I/O pins on the die edge:
Scale: 3 px per um. Pins as bars across the die edge, other pins in grey.
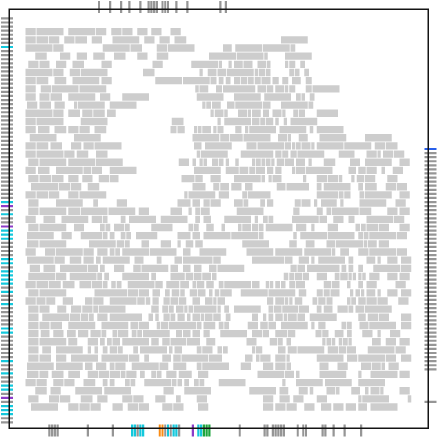
Gate-type map:
Scale: 3 px per um.
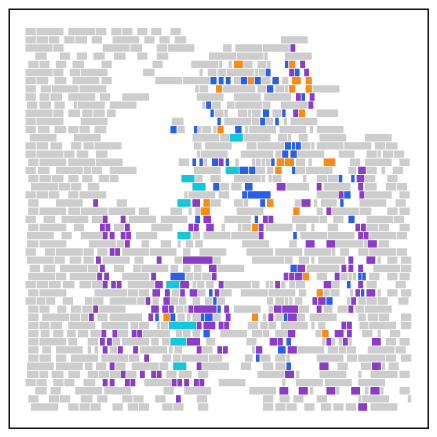
The metal 4 layer:
Scale: 3 px per um.
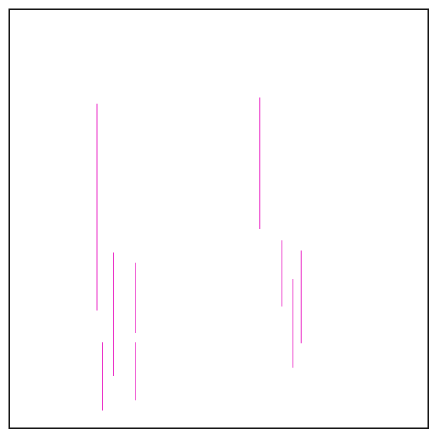
Routed metal, one colour a layer:
Scale: 2 px per um. Only two layers are drawn.
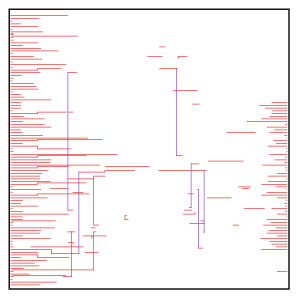
Clock routing:
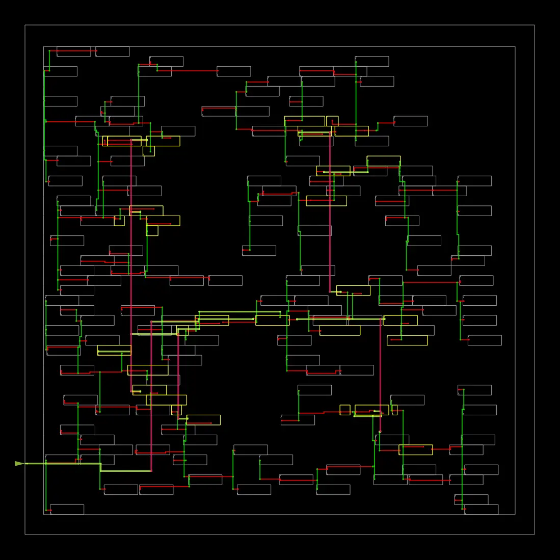
### src/rtl/dmem_port.sv
// Data-memory port: turns a MEM-stage load/store into one valid/ready
// transaction on a word-wide bus, steers byte lanes and extends load data.
package dmem_pkg;
    typedef enum logic [2:0] {
        RD_NONE   = 3'd0,
        RD_BYTE   = 3'd1,
        RD_HALF   = 3'd2,
        RD_WORD   = 3'd3,
        RD_BYTE_U = 3'd4,
        RD_HALF_U = 3'd5
    } mem_read_t;

    typedef enum logic [1:0] {
        WR_NONE = 2'd0,
        WR_BYTE = 2'd1,
        WR_HALF = 2'd2,
        WR_WORD = 2'd3
    } mem_write_t;

    typedef enum logic [1:0] {
        ST_IDLE = 2'd0,
        ST_REQ  = 2'd1,
        ST_WAIT = 2'd2,
        ST_DONE = 2'd3
    } dmem_state_t;
endpackage

module dmem_port
    import dmem_pkg::*;
#(
    parameter int unsigned TIMEOUT_CYCLES = 255
) (
    input  logic         clk,
    input  logic         rst_n,
    input  mem_read_t    mem_read,
    input  mem_write_t   mem_write,
    input  logic [31:0]  mem_addr,
    input  logic [31:0]  mem_wdata,
    output logic [31:0]  mem_rdata,
    output logic         mem_stall,
    output logic         mem_misaligned,
    output logic         mem_fault,
    dmem_port_if.master  bus,
    output dmem_state_t  state_dbg
);

    dmem_state_t state, state_next;

    logic        is_write, is_read, access, misal, launch, timeout_hit;
    logic [1:0]  off;
    logic [3:0]  req_wstrb;
    logic [31:0] req_wdata;
    logic [31:0] sh, load_fmt;
    logic [31:0] tmo_cnt;
    mem_read_t   ld_kind;
    logic [1:0]  ld_off;

    assign off       = mem_addr[1:0];
    assign is_write  = (mem_write != WR_NONE);
    assign is_read   = (mem_read != RD_NONE);
    assign access    = is_write | is_read;
    assign state_dbg = state;

    // Alignment check follows the winning access kind (write beats read).
    always_comb begin
        misal = 1'b0;
        if (is_write) begin
            misal = ((mem_write == WR_HALF) && off[0]) ||
                    ((mem_write == WR_WORD) && (off != 2'b00));
        end else begin
            misal = (((mem_read == RD_HALF) || (mem_read == RD_HALF_U)) && off[0]) ||
                    ((mem_read == RD_WORD) && (off != 2'b00));
        end
    end

    assign launch         = (state == ST_IDLE) && access && !misal;
    assign mem_misaligned = (state == ST_IDLE) && access && misal;
    assign mem_stall      = launch || (state == ST_REQ) || (state == ST_WAIT);
    assign timeout_hit    = (TIMEOUT_CYCLES != 0) && (tmo_cnt == 32'(TIMEOUT_CYCLES - 1));

    // Store lane steering: strobes shifted by the byte offset, data replicated.
    always_comb begin
        req_wstrb = 4'b0000;
        req_wdata = mem_wdata;
        if (is_write) begin
            case (mem_write)
                WR_BYTE: begin
                    req_wstrb = 4'b0001 << off;
                    req_wdata = {4{mem_wdata[7:0]}};
                end
                WR_HALF: begin
                    req_wstrb = 4'b0011 << off;
                    req_wdata = {2{mem_wdata[15:0]}};
                end
                WR_WORD: req_wstrb = 4'b1111;
                default: req_wstrb = 4'b0000;
            endcase
        end
    end

    // Load extraction from the response word using the captured kind/offset.
    always_comb begin
        sh       = bus.bus_resp_rdata >> {ld_off, 3'b000};
        load_fmt = bus.bus_resp_rdata;
        case (ld_kind)
            RD_BYTE:   load_fmt = {{24{sh[7]}}, sh[7:0]};
            RD_BYTE_U: load_fmt = {24'h0, sh[7:0]};
            RD_HALF:   load_fmt = {{16{sh[15]}}, sh[15:0]};
            RD_HALF_U: load_fmt = {16'h0, sh[15:0]};
            default:   load_fmt = bus.bus_resp_rdata;
        endcase
    end

    // FSM state register.
    always_ff @(posedge clk or negedge rst_n) begin
        if (!rst_n) state <= ST_IDLE;
        else        state <= state_next;
    end

    // FSM next-state logic; DONE always returns to IDLE without relaunching.
    always_comb begin
        state_next = state;
        case (state)
            ST_IDLE: if (launch) state_next = ST_REQ;
            ST_REQ:  if (bus.bus_req_ready) state_next = ST_WAIT;
            ST_WAIT: if (bus.bus_resp_valid || timeout_hit) state_next = ST_DONE;
            ST_DONE: state_next = ST_IDLE;
            default: state_next = ST_IDLE;
        endcase
    end

    // Request capture, timeout counting, and result/fault registration.
    always_ff @(posedge clk or negedge rst_n) begin
        if (!rst_n) begin
            bus.bus_req_valid <= 1'b0;
            bus.bus_req_we    <= 1'b0;
            bus.bus_req_addr  <= 32'h0;
            bus.bus_req_wstrb <= 4'h0;
            bus.bus_req_wdata <= 32'h0;
            ld_kind           <= RD_NONE;
            ld_off            <= 2'b00;
            tmo_cnt           <= 32'h0;
            mem_rdata         <= 32'h0;
            mem_fault         <= 1'b0;
        end else begin
            mem_fault <= 1'b0;
            case (state)
                ST_IDLE: begin
                    tmo_cnt <= 32'h0;
                    if (launch) begin
                        bus.bus_req_valid <= 1'b1;
                        bus.bus_req_we    <= is_write;
                        bus.bus_req_addr  <= {mem_addr[31:2], 2'b00};
                        bus.bus_req_wstrb <= req_wstrb;
                        bus.bus_req_wdata <= req_wdata;
                        ld_kind           <= is_write ? RD_NONE : mem_read;
                        ld_off            <= off;
                    end
                end
                ST_REQ: begin
                    if (bus.bus_req_ready) bus.bus_req_valid <= 1'b0;
                end
                ST_WAIT: begin
                    tmo_cnt <= tmo_cnt + 32'h1;
                    if (bus.bus_resp_valid) begin
                        if (!bus.bus_req_we) mem_rdata <= load_fmt;
                        mem_fault <= bus.bus_resp_err;
                    end else if (timeout_hit) begin
                        mem_rdata <= 32'h0;
                        mem_fault <= 1'b1;
                    end
                end
                default: tmo_cnt <= 32'h0;
            endcase
        end
    end

endmodule

### src/rtl/dmem_port_if.sv
// Word-wide data bus between the data-memory port (master) and memory (slave).
// Handshake: a request transfers on a cycle where bus_req_valid and
// bus_req_ready are both high; the master keeps every bus_req_* field stable
// while valid is high and ready is low. A response is a single cycle with
// bus_resp_valid high; bus_resp_err and bus_resp_rdata are meaningful only then,
// and it never arrives in the same cycle as the request handshake.
interface dmem_port_if;
    logic        bus_req_valid;
    logic        bus_req_ready;
    logic        bus_req_we;
    logic [31:0] bus_req_addr;
    logic [3:0]  bus_req_wstrb;
    logic [31:0] bus_req_wdata;
    logic        bus_resp_valid;
    logic [31:0] bus_resp_rdata;
    logic        bus_resp_err;

    modport master (
        output bus_req_valid, bus_req_we, bus_req_addr, bus_req_wstrb, bus_req_wdata,
        input  bus_req_ready, bus_resp_valid, bus_resp_rdata, bus_resp_err
    );

    modport slave (
        input  bus_req_valid, bus_req_we, bus_req_addr, bus_req_wstrb, bus_req_wdata,
        output bus_req_ready, bus_resp_valid, bus_resp_rdata, bus_resp_err
    );
endinterface

### src/flat_wrapper.sv
// flat-port wrapper written by rule: the top's interface ports become plain ports
module dmem_port_flat import dmem_pkg::*;
#(
    parameter int unsigned TIMEOUT_CYCLES = 255
)
  (clk, rst_n, mem_read, mem_write, mem_addr, mem_wdata, mem_rdata, mem_stall, mem_misaligned, mem_fault, state_dbg, bus_bus_req_valid, bus_bus_req_we, bus_bus_req_addr, bus_bus_req_wstrb, bus_bus_req_wdata, bus_bus_req_ready, bus_bus_resp_valid, bus_bus_resp_rdata, bus_bus_resp_err);
  dmem_port_if bus_i ();
  input  logic clk;
  input  logic rst_n;
  input  mem_read_t mem_read;
  input  mem_write_t mem_write;
  input  logic [31:0] mem_addr;
  input  logic [31:0] mem_wdata;
  output logic [31:0] mem_rdata;
  output logic mem_stall;
  output logic mem_misaligned;
  output logic mem_fault;
  output dmem_state_t state_dbg;
  output wire logic [$bits(bus_i.bus_req_valid)-1:0] bus_bus_req_valid;
  output wire logic [$bits(bus_i.bus_req_we)-1:0] bus_bus_req_we;
  output wire logic [$bits(bus_i.bus_req_addr)-1:0] bus_bus_req_addr;
  output wire logic [$bits(bus_i.bus_req_wstrb)-1:0] bus_bus_req_wstrb;
  output wire logic [$bits(bus_i.bus_req_wdata)-1:0] bus_bus_req_wdata;
  input wire logic [$bits(bus_i.bus_req_ready)-1:0] bus_bus_req_ready;
  input wire logic [$bits(bus_i.bus_resp_valid)-1:0] bus_bus_resp_valid;
  input wire logic [$bits(bus_i.bus_resp_rdata)-1:0] bus_bus_resp_rdata;
  input wire logic [$bits(bus_i.bus_resp_err)-1:0] bus_bus_resp_err;
  assign bus_bus_req_valid = bus_i.bus_req_valid;
  assign bus_bus_req_we = bus_i.bus_req_we;
  assign bus_bus_req_addr = bus_i.bus_req_addr;
  assign bus_bus_req_wstrb = bus_i.bus_req_wstrb;
  assign bus_bus_req_wdata = bus_i.bus_req_wdata;
  assign bus_i.bus_req_ready = bus_bus_req_ready;
  assign bus_i.bus_resp_valid = bus_bus_resp_valid;
  assign bus_i.bus_resp_rdata = bus_bus_resp_rdata;
  assign bus_i.bus_resp_err = bus_bus_resp_err;
  dmem_port #(.TIMEOUT_CYCLES(TIMEOUT_CYCLES)) u_core (.clk(clk), .rst_n(rst_n), .mem_read(mem_read), .mem_write(mem_write), .mem_addr(mem_addr), .mem_wdata(mem_wdata), .mem_rdata(mem_rdata), .mem_stall(mem_stall), .mem_misaligned(mem_misaligned), .mem_fault(mem_fault), .bus(bus_i), .state_dbg(state_dbg));
endmodule
### config.mk
export PLATFORM = sky130hd
export DESIGN_NAME = dmem_port_flat
export DESIGN_NICKNAME = d
export VERILOG_FILES = /design/src/rtl/dmem_port.sv /design/src/rtl/dmem_port_if.sv /design/src/flat_wrapper.sv
export SDC_FILE = /design/constraint.sdc
export NUM_CORES = 1
export LEC_CHECK = 0
export CAP_MARGIN = 25
export CORE_MARGIN = 5
export CORE_UTILIZATION = 42
export CTS_BUF_LIST = sky130_fd_sc_hd__clkbuf_16
export DETAILED_ROUTE_END_ITERATION = 7
export PLACE_DENSITY = 0.76
export SLEW_MARGIN = 20
export SYNTH_ARGS = -nofsm -noshare
export SYNTH_HDL_FRONTEND = slang
export SYNTH_SLANG_ARGS = --single-unit
### constraint.sdc
create_clock -name clk -period 2.7 [get_ports clk]
set_input_delay 0.675 -clock clk [delete_from_list [all_inputs] [get_ports clk]]
set_output_delay 0.675 -clock clk [all_outputs]
set_load 0.02 [all_outputs]
==> summary.txt <==
Implementation status.

- The run finished with clean final reports.
- The kind of start point of the critical path is a primary input.
- The largest family of logic cells by area is AND-OR/OR-AND gates.
- Summing the areas of all xor and xnor instances in the mapped netlist gives under 10% of the synthesized area.
- The count of inserted antenna diode cells is 0.
- Looking at the power breakdown, sequential logic takes 29.0% of the total.
- met3 track demand over resource after global routing is 9.310%.
- The post-route utilization of the core is recorded as between 60% and 70%.
- The power in combinational cells is between 5 and 6 mW.
- Routed signal wires occupy layers up through met4.
- The adder-cell area share of the yosys netlist is 1.786%.
- The depth of the CTS H-tree is 4.
- OpenSTA, run right after detailed placement, puts the worst setup slack at -350.2 ps.
- The worst path meets setup with slightly below 40 ps of slack.
- In the finished design, the share of the clock period the worst path needs comes to 98.56%.
- The kind of end point of the critical path is an output port.
- The count of warnings emitted by yosys is 0.
- The post-route worst hold slack is between 200 and 250 ps.
- The internal power consumption is around 7.3 mW.
- The worst setup path startpoint is mem_write[0].
- The number of antenna violations at the first check in global routing is 0.
- The worst-case reg-to-reg setup slack stands at roughly 400 ps.
- The DRC violation total left in the routed layout is recorded as 0.
- The detail route stage leaves a number of antenna-violating nets equal to 0.
- Yosys reports that the leading cell type by area covers about half of the netlist area.
- The biggest slice of the total power is consumed by combinational cells.
- After synthesis, the netlist uses ~63 different library cells.
- Looking at the area split, the leading class of cells is sequential cells.
- The maximum ir drop on the vdd rail is roughly 0.73 mV.
- The number of setup buffers added after CTS is 6.
- Looking at the power breakdown, the clock network takes between 20 and 25% of the total.
- The fraction of cell area in multi-input combinational cells is reported as between 30% and 40%.
- For the pin with the worst max-slew slack, the measured transition is 584.5 ps.
- The flow inserted around 220 tap cells.
- The final weighted congestion in routability-driven placement is 0.8637.
- Post-CTS repair ended up resizing 15 cells.
- Non-clock inverters in the final layout number 18.
- The time the final worst path needs with I/O delays and setup is between 2000 and 3000 ps.
- The synthesized netlist devotes between 15 and 20% of its cell area to compound gates.
- In the final layout, the multi-input gates occupy approximately 3300 um^2.
- The overflow left after global routing is 0.
- The sequential share of cell area is between 30 and 40%.
- In this run, the number of DRC markers left after iteration 0 of detailed routing was just over 300.
- Of all flip-flops after synthesis, the portion carrying an async set or reset was 100.0%.
- By area the synthesized netlist is led by dfrtp_1 (50%), mux2_2 (8.2%), o21ai_0 (6.4%).
- The depth of the worst register-to-register path is 8.
- The layout has approximately 270 buffers outside the clock class.
- The fraction of cell area in non-clock buffers is between 20% and 30%.
- The worst-case clock buffer depth is 2.
- The clock-cell share of area is under 10%.
- The register share after synthesis is 50.01%.
- The net count reported at finish is ~1000.
- The CTS tree is built.
- The maximum clock skew at final layout is between 5 and 6 ps.
- The most frequently used cell type in the post-synthesis netlist is dfrtp_1.
- The commonest cells after synthesis are dfrtp_1 (140), o21ai_0 (90), nor2_1 (55).
- The overall power after layout is roughly 12 mW.
- After clock tree synthesis, the flow added hold-fix buffers numbering 0.
- The proportion of total power due to net switching is about 37%.
- The capture point of the worst register-to-register path is recorded as u_core.mem_rdata[9].
- The synthesized netlist occupies a cell area of around 7000 um^2.
- The overall die size recorded for this design is slightly below 20000 um^2.
- Per the final timing report, the hold violations number 0.
- The met1 global-route usage is 24.93%.
- The first global-routing pass estimated between 30000 and 40000 um of wire.
- The most common logic cells in the final layout are clkdlybuf4s50_1 (202), dfrtp_1 (140), o21ai_0 (84).
- The final count of pins violating max slew is 0.
- The timing report shows that the slowest cell on the worst path is dlygate4sd2_1.
- The initial cell density of the core is 42.55%.
- The fraction of layout instances using a drive strength above 1 is between 10% and 20%.
- Looking at the cell usage after synthesis, the top flip-flop cell is dfrtp_1.
- Derived from the worst setup path, the maximum achievable clock frequency is about 380 MHz.
- The cell family contributing the most delay on the critical path is buffers and inverters.
- The number of stages on the worst setup path is 8.
- Per the run report, area growth between synthesis and finish was 48.60%.
- Summing over the stages, the warning tally comes to 33.
- By startpoint and endpoint, the worst setup path is classified as primary input to output port.
Notes on 'I/O pins on the die edge' above:
Key: bus_bus_req_wdata = cyan [pins 32, direction output, edge 23 left, 9 bottom]; mem_write = orange [pins 2, direction input, edge bottom]; rst_n = blue [pins 1, direction input, edge right]; bus_bus_req_wstrb = purple [pins 4, direction output, edge 3 left, 1 bottom]; mem_read = green [pins 3, direction input, edge bottom]

Notes on 'gate-type map' above:
Key: adder and majority cells = cyan [cells 10, where centre]; NAND gates = blue [cells 67]; AND and OR gates = orange [cells 24]; inverting AOI/OAI gates = purple [cells 158]

Notes on 'the metal 4 layer' above:
The wires run mostly vertical. 6 nets have wire on it.

Notes on 'routed metal, one colour a layer' above:
Key: met3 = red [wire length 2110 um]; met4 = purple [wire length 299 um]

Notes on 'clock routing' above:
number of buffers inserted during clock tree synthesis: 17
num sequential: 140
clkbuf count: 17
count of clock tree sinks: 140
power attributed to the clock group: 2.66 mW

Power is estimated from default activity; no workload was simulated.
